<file path="config.mk">
export PLATFORM = sky130hd
export DESIGN_NAME = shift_ctrl
export DESIGN_NICKNAME = d
export VERILOG_FILES = /design/src/rtl/shift_ctrl.sv
export SDC_FILE = /design/constraint.sdc
export NUM_CORES = 1
export LEC_CHECK = 0
export ABC_AREA = 1
export CAP_MARGIN = 20
export CORE_ASPECT_RATIO = 1.5
export CORE_MARGIN = 2
export CORE_UTILIZATION = 40
export DETAILED_ROUTE_END_ITERATION = 8
export PLACE_DENSITY = 0.67
export SYNTH_ARGS = -nofsm -noshare
export SYNTH_HDL_FRONTEND = slang
export SYNTH_SLANG_ARGS = --single-unit
</file>
<file path="constraint.sdc">
create_clock -name clk -period 1.4 [get_ports clk]
set_input_delay 0.21 -clock clk [delete_from_list [all_inputs] [get_ports clk]]
set_output_delay 0.21 -clock clk [all_outputs]
set_load 0.03 [all_outputs]
</file>
<file path="src/rtl/shift_ctrl.sv">
// Serial shift controller: loads a parallel word, shifts it out MSB first while
// capturing si into the LSB, and reports the received word after WIDTH steps.
module shift_ctrl #(
  parameter int WIDTH = 8,
  parameter int DIV   = 1
) (
  input  logic             clk,
  input  logic             rst,
  input  logic [WIDTH-1:0] tx_data,
  input  logic             tx_valid,
  output logic             tx_ready,
  input  logic             abort,
  input  logic             si,
  output logic             so,
  output logic             shift_en,
  output logic             busy,
  output logic [WIDTH-1:0] rx_data,
  output logic             rx_valid
);

  localparam int BCW = $clog2(WIDTH);
  localparam int DCW = (DIV > 1) ? $clog2(DIV) : 1;

  typedef enum logic [1:0] {IDLE, SHIFT, DONE} state_t;

  state_t           state_q, state_d;
  logic [WIDTH-1:0] shreg_q, shreg_d;
  logic [WIDTH-1:0] rx_data_q, rx_data_d;
  logic [BCW-1:0]   bit_cnt_q, bit_cnt_d;
  logic [DCW-1:0]   div_cnt_q, div_cnt_d;

  always_ff @(posedge clk or posedge rst) begin
    if (rst) begin
      state_q   <= IDLE;
      shreg_q   <= '0;
      rx_data_q <= '0;
      bit_cnt_q <= '0;
      div_cnt_q <= '0;
    end else begin
      state_q   <= state_d;
      shreg_q   <= shreg_d;
      rx_data_q <= rx_data_d;
      bit_cnt_q <= bit_cnt_d;
      div_cnt_q <= div_cnt_d;
    end
  end

  always_comb begin
    state_d   = state_q;
    shreg_d   = shreg_q;
    rx_data_d = rx_data_q;
    bit_cnt_d = bit_cnt_q;
    div_cnt_d = div_cnt_q;
    tx_ready  = 1'b0;
    so        = 1'b0;
    shift_en  = 1'b0;
    rx_valid  = 1'b0;
    busy      = (state_q != IDLE);
    case (state_q)
      IDLE: begin
        tx_ready = 1'b1;
        if (tx_valid) begin
          shreg_d   = tx_data;
          bit_cnt_d = '0;
          div_cnt_d = '0;
          state_d   = SHIFT;
        end
      end
      SHIFT: begin
        so       = shreg_q[WIDTH-1];
        shift_en = (div_cnt_q == DCW'(DIV - 1));
        // abort beats a coincident shift step: nothing moves, no DONE
        if (abort) begin
          state_d = IDLE;
        end else begin
          div_cnt_d = shift_en ? '0 : div_cnt_q + DCW'(1);
          if (shift_en) begin
            shreg_d = {shreg_q[WIDTH-2:0], si};
            if (bit_cnt_q == BCW'(WIDTH - 1)) begin
              bit_cnt_d = '0;
              rx_data_d = {shreg_q[WIDTH-2:0], si};
              state_d   = DONE;
            end else begin
              bit_cnt_d = bit_cnt_q + BCW'(1);
            end
          end
        end
      end
      DONE: begin
        rx_valid = 1'b1;
        state_d  = IDLE;
      end
      default: state_d = IDLE;
    endcase
  end

  assign rx_data = rx_data_q;

endmodule

</file>
**Run 1: signal wires by layer**

Drawn at 6 px/micron. Only two layers are drawn.
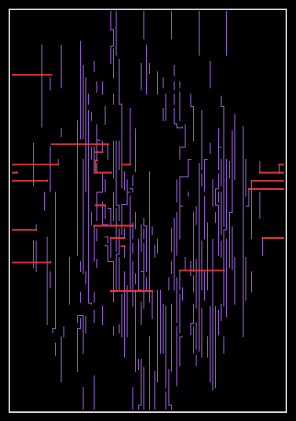
- met2: purple (wire length 1350 microns)
- met3: red (wire length 91.0 microns)

**Run 1: gate-type map**

Drawn at 6 px/micron.
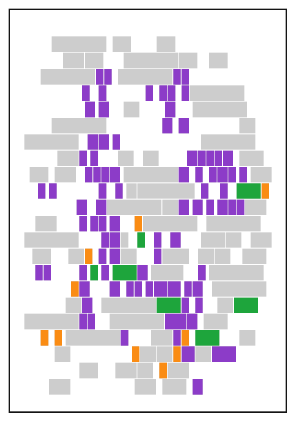
- NOR gates: green (cells 7)
- inverters: orange (cells 10)
- NAND gates: purple (cells 87)

**Run 1: placed standard cells**

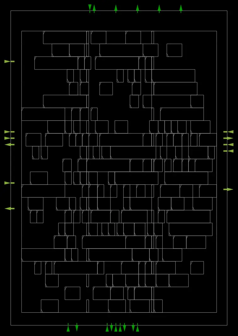
Final Non-Filler Cells: 196
filler cell count in the final layout: 239
flop count: 21
share of the final layout cell area in sequential cells: 36.11%

## run 1: worst min-delay path, delay by kind of cell
family,cells,cell delay (ns)
buffers and inverters,3,0.72
## run 1: state kept, by name, indices dropped and copies added (netlist names)
register and count:
state_q 2, rx_data 8, bit_cnt_q 3, shreg_q 8
## run 1: cells in the mapped netlist
cell,instances
nand2_1,54
nand3_1,28
dfrtp_1,21
inv_1,10
nor2_1,4
buf_2,3
nand2_2,3
buf_6,2
ha_1,2
nor2_2,2
buf_4,1
nand3_2,1
nand4_1,1
nor2_4,1
o21ai_0,1
## run 1: power breakdown
part | switching [mW] | internal [mW] | total [mW]
logic | 0.312 | 0.252 | 0.564
clock network | 0.178 | 0.111 | 0.289
registers | 0.103 | 0.717 | 0.820
total | 0.593 | 1.08 | 1.67
==> results_tabular.tex, run 1 <==
% Synthesis and place-and-route results
\begin{tabular}{lr}
\hline
Metric & Value \\
\hline
\multicolumn{2}{l}{\textbf{Clocking}} \\
Number of H-tree levels & 1 \\
Clock slew seen by the registers of the worst setup and hold paths & between 0.1 and 0.15 ns \\
Clock tree from TritonCTS & yes \\
CTS Root Buffer Type & clkbuf\_4 \\
Clock latency reported for the late side of the worst-skew pair & around 0.30 ns \\
Count of hold-fix buffers inserted at cts & 0 \\
Number of gates given a new drive strength after cts & 15 \\
\multicolumn{2}{l}{\textbf{Route}} \\
Detailed-route via count & $\sim$1000 \\
Via density & a little over 5 \\
Wire length on met3 & just over 90 microns \\
Total Wirelength & roughly 2.6 mm \\
\multicolumn{2}{l}{\textbf{GRT}} \\
Met2 usage & 32.99\% \\
\multicolumn{2}{l}{\textbf{Synth}} \\
Cell type with the highest aggregate area in the netlist & dfrtp\_1 \\
Avg Cell Area, Syn & $\sim$7.9 sq um \\
Synth area leaders & dfrtp\_1 50\%, nand2\_1 19\%, nand3\_1 13\%, inv\_1 3.6\%, ha\_1 2.4\% \\
Syn Nets & between 100 and 150 \\
Synth Seq Share & 49.82\% \\
\multicolumn{2}{l}{\textbf{Final layout}} \\
Register cell area after layout & between 500 and 600 sq um \\
Non-clock buffer total of the final layout & 40 \\
Count of multi-input combinational gates & between 90 and 100 \\
Comb/total area & between 30\% and 40\% \\
Final antenna diode count & 0 \\
Finished Core Util & between 50\% and 60\% \\
Layout cell share with drive strength beyond 1 & 20.35\% \\
\multicolumn{2}{l}{\textbf{Worst setup path}} \\
Cell breakdown of the critical path & inv\_2 > nand2\_4 > nor2\_4 > buf\_6 \\
Slowest cell on the critical path & dfrtp\_1 \\
Worst setup SP type & register \\
Buf/Inv on CP & 2 \\
Critical Path AT & approximately 1.2 ns \\
Element type at the critical path end & primary output \\
Data required time at the worst endpoint & around 1.2 ns \\
Reg2reg start & state\_q[0] \\
\multicolumn{2}{l}{\textbf{Final timing}} \\
Measured slew at the worst slew-check pin & around 0.30 ns \\
Portion of the clock cycle consumed by the worst path in the final layout & roughly 100\% \\
Final hold violation count & 0 \\
Final critical-path required period & 1.395 ns \\
\multicolumn{2}{l}{\textbf{Power}} \\
Overall power of the completed layout & 1.673 mW \\
PwrDens & between 1000 and 1500 nW/um\^{}2 \\
Leakage power & around 0.83 nW \\
\multicolumn{2}{l}{\textbf{Place}} \\
Final weighted congestion in routability-driven placement & 0.8025 \\
Post-detailed-placement cell area & roughly 1300 sq um \\
\multicolumn{2}{l}{\textbf{Floorplan}} \\
Tap cells & 24 \\
Die width & between 40 and 50 microns \\
Total number of placement rows & 22 \\
\multicolumn{2}{l}{\textbf{Run status}} \\
Run status & completed \\
\hline
\end{tabular}
**Run 1: signal metal coverage by tile**

Drawn at 4 px/micron. 9 x 13 tiles, from dark purple (low) to yellow (high), scaled to the fullest tile. Values are wire area over tile area, all layers added.
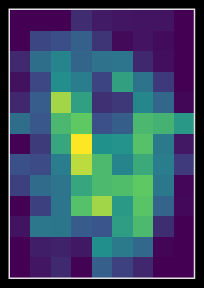

## Run 2: what changed since run 1
--- a/config.mk
+++ b/config.mk
@@ -11,7 +11,8 @@
 export CORE_MARGIN = 2
 export CORE_UTILIZATION = 40
 export DETAILED_ROUTE_END_ITERATION = 8
-export PLACE_DENSITY = 0.67
+export PLACE_DENSITY = 0.74
+export SKIP_CTS_REPAIR_TIMING = 1
 export SYNTH_ARGS = -nofsm -noshare
 export SYNTH_HDL_FRONTEND = slang
 export SYNTH_SLANG_ARGS = --single-unit
**Run 2: signal metal coverage by tile**

Drawn at 4 px/micron. 9 x 13 tiles, from dark purple (low) to yellow (high), scaled to the fullest tile. Values are wire area over tile area, all layers added.
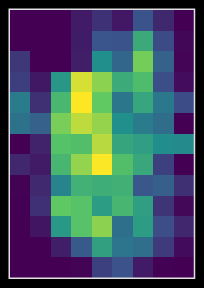
- fullest tile: 0.38
- nearly empty tiles: 21%
- emptiest ninth of the die: north-west
- tiles over half the peak: 32%
- densest ninth of the die: center
- mean over tiles: 0.13

**Run 2: zoomed window**

Window x 8 to 38, y 18 to 48 microns. Cells in gray, sequential cells in the stronger gray; small squares are vias.
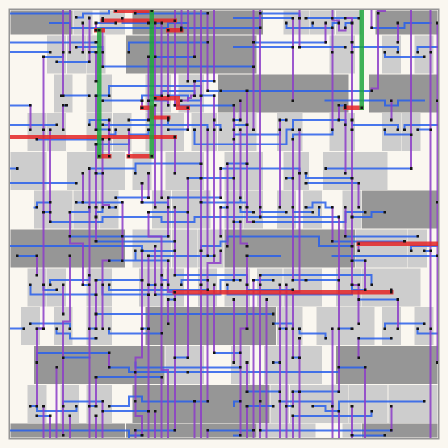
- met1: blue
- met2: purple
- met4: green
- met3: red
- most frequent: nand2_1 (31), nand3_1 (23), dfrtp_1 (10)
- sequential cells in the window: 11
- netlist names of flops here include: `shreg_q` (6), `rx_data` (3)
- cells with their middle in the window: 87

==> results_tabular.tex, run 2 <==
% Synthesis and place-and-route results
\begin{tabular}{lr}
\hline
Metric & Value \\
\hline
\multicolumn{2}{l}{\textbf{Final timing}} \\
F\_max & $\sim$700 MHz \\
Final hold violation count & 0 \\
Portion of the clock cycle consumed by the worst path in the final layout & 104.9\% \\
Measured slew at the worst slew-check pin & 0.3565 ns \\
Final worst slack & -0.06905 ns \\
Pins over their slew limit & 0 \\
Final critical-path required period & between 1 and 1.5 ns \\
Final-report setup violation count & 2 \\
\multicolumn{2}{l}{\textbf{Final layout}} \\
Biggest Area Class & flip-flops and latches \\
Comb/total area & 32.24\% \\
Final Non-Filler Cells & 194 \\
Share of the final layout cell area in sequential cells & a little over a third \\
Register cell area after layout & between 500 and 600 sq um \\
Flop count & 21 \\
Layout cell share with drive strength beyond 1 & 19.41\% \\
Final antenna diode count & 0 \\
Count of multi-input combinational gates & between 90 and 100 \\
Filler cell count in the final layout & about 240 \\
Non-clock buffer total of the final layout & 38 \\
\multicolumn{2}{l}{\textbf{Worst setup path}} \\
Count of cells along the worst register-to-register path & 5 \\
Top cell family by delay on the critical path & flip-flops \\
Worst R2R End & rx\_data[6] \\
Reg2reg start & bit\_cnt\_q[0] \\
Buf/Inv on CP & 2 \\
Element type at the critical path end & primary output \\
Largest incremental delay on the critical path & roughly 0.48 ns \\
Worst setup SP type & register \\
Slowest cell on the critical path & dfrtp\_2 \\
Data required time at the worst endpoint & roughly 1.2 ns \\
Cell breakdown of the critical path & buf\_12 > nand2\_4 > nor2\_1 > buf\_4 \\
Critical Path AT & 1.26 ns \\
\multicolumn{2}{l}{\textbf{Run status}} \\
Violated checks & negative setup slack \\
Run status & finished with violations \\
\multicolumn{2}{l}{\textbf{Floorplan}} \\
Die width & approximately 46 microns \\
Full die area & 3072 sq um \\
Total number of placement rows & 22 \\
Initial Utilization & approximately 43\% \\
Tap cells & 24 \\
\multicolumn{2}{l}{\textbf{Synth}} \\
Number of flops mapped to enable cells by yosys & 0 \\
Main synth FF type & dfrtp\_1 \\
Count leader, synth & nand2\_1 \\
Post-synthesis adder-cell area fraction & between 2 and 2.5\% \\
Avg Cell Area, Syn & 7.871 sq um \\
Cell type with the highest aggregate area in the netlist & dfrtp\_1 \\
Share of async-settable or async-resettable flops after synthesis & 100.0\% \\
Syn Nets & 149 \\
Instance count of the mapped netlist & 134 \\
Top cells by instance count after synthesis & 54 x nand2\_1, 28 x nand3\_1, 21 x dfrtp\_1 \\
Synth area leaders & dfrtp\_1 50\%, nand2\_1 19\%, nand3\_1 13\%, inv\_1 3.6\%, ha\_1 2.4\% \\
Area leader share & about half \\
Synth Seq Share & 49.82\% \\
\multicolumn{2}{l}{\textbf{Clocking}} \\
Clock tree from TritonCTS & yes \\
Number of H-tree levels & 1 \\
Clock latency reported for the late side of the worst-skew pair & around 0.3 ns \\
Clock slew seen by the registers of the worst setup and hold paths & around 0.12 ns \\
CTS Root Buffer Type & clkbuf\_4 \\
\multicolumn{2}{l}{\textbf{Run}} \\
Maxcap violations & 0 \\
\multicolumn{2}{l}{\textbf{Route}} \\
Detailed-route via count & between 900 and 1000 \\
Total Wirelength & about 2.5 mm \\
Uppermost layer routed & met4 \\
Via density & roughly 5.0 \\
Detailed-router iteration count before antenna repair & 4 \\
Wire length on met3 & between 100 and 150 microns \\
DRC violation count after routing & 0 \\
\multicolumn{2}{l}{\textbf{Power}} \\
Sequential-cell power consumption & $\sim$0.81 mW \\
Switching power & around 0.59 mW \\
Flop pwr share & just under 50\% \\
Net Sw Frac & 35.52\% \\
Leakage power & between 0.9 and 1 nW \\
Group drawing the most power & sequential cells \\
Cell Int Power & 1.068 mW \\
PwrDens & 1109 nW/um\^{}2 \\
Total clock network power & $\sim$0.29 mW \\
Power drawn by the combinational cells & approximately 0.55 mW \\
Portion of total power attributed to the clock network & 17.6\% \\
Relative contribution of combinational cells to total power & roughly 33\% \\
\multicolumn{2}{l}{\textbf{Place}} \\
HPWL Detailed & 1.688 mm \\
DP Cell Count & around 180 \\
Final weighted congestion in routability-driven placement & roughly 0.75 \\
\hline
\end{tabular}
==> run 2: cell counts after synthesis <==
Identical to the previous run, type by type.
==> run 2: per-stage QoR <==
stage	utilization [%]	hold slack [ns]	setup TNS [ns]	cell area [sq um]	power, mW
5_1_grt	60.30	0.2428	-0.2672	1494	1.754
3_5_place_dp	53.69	0.4647	0	1330	1.309
2_1_floorplan	-	0.1865	0	1055	1.145
3_3_place_gp	53.69	0.4621	0	1330	1.291
6_report	60.30	0.2265	-0.08642	1494	1.656
4_1_cts	54.80	0.2356	-1.417	1358	1.597
==> run 2: per-layer routing <==
metal	GRT usage [%]	vias up
li1	-	497
met1	19.73	444
met2	27.78	30
met3	2.710	8
met4	4.286	0
met5	0	-
Power and IR drop assume default switching activity.
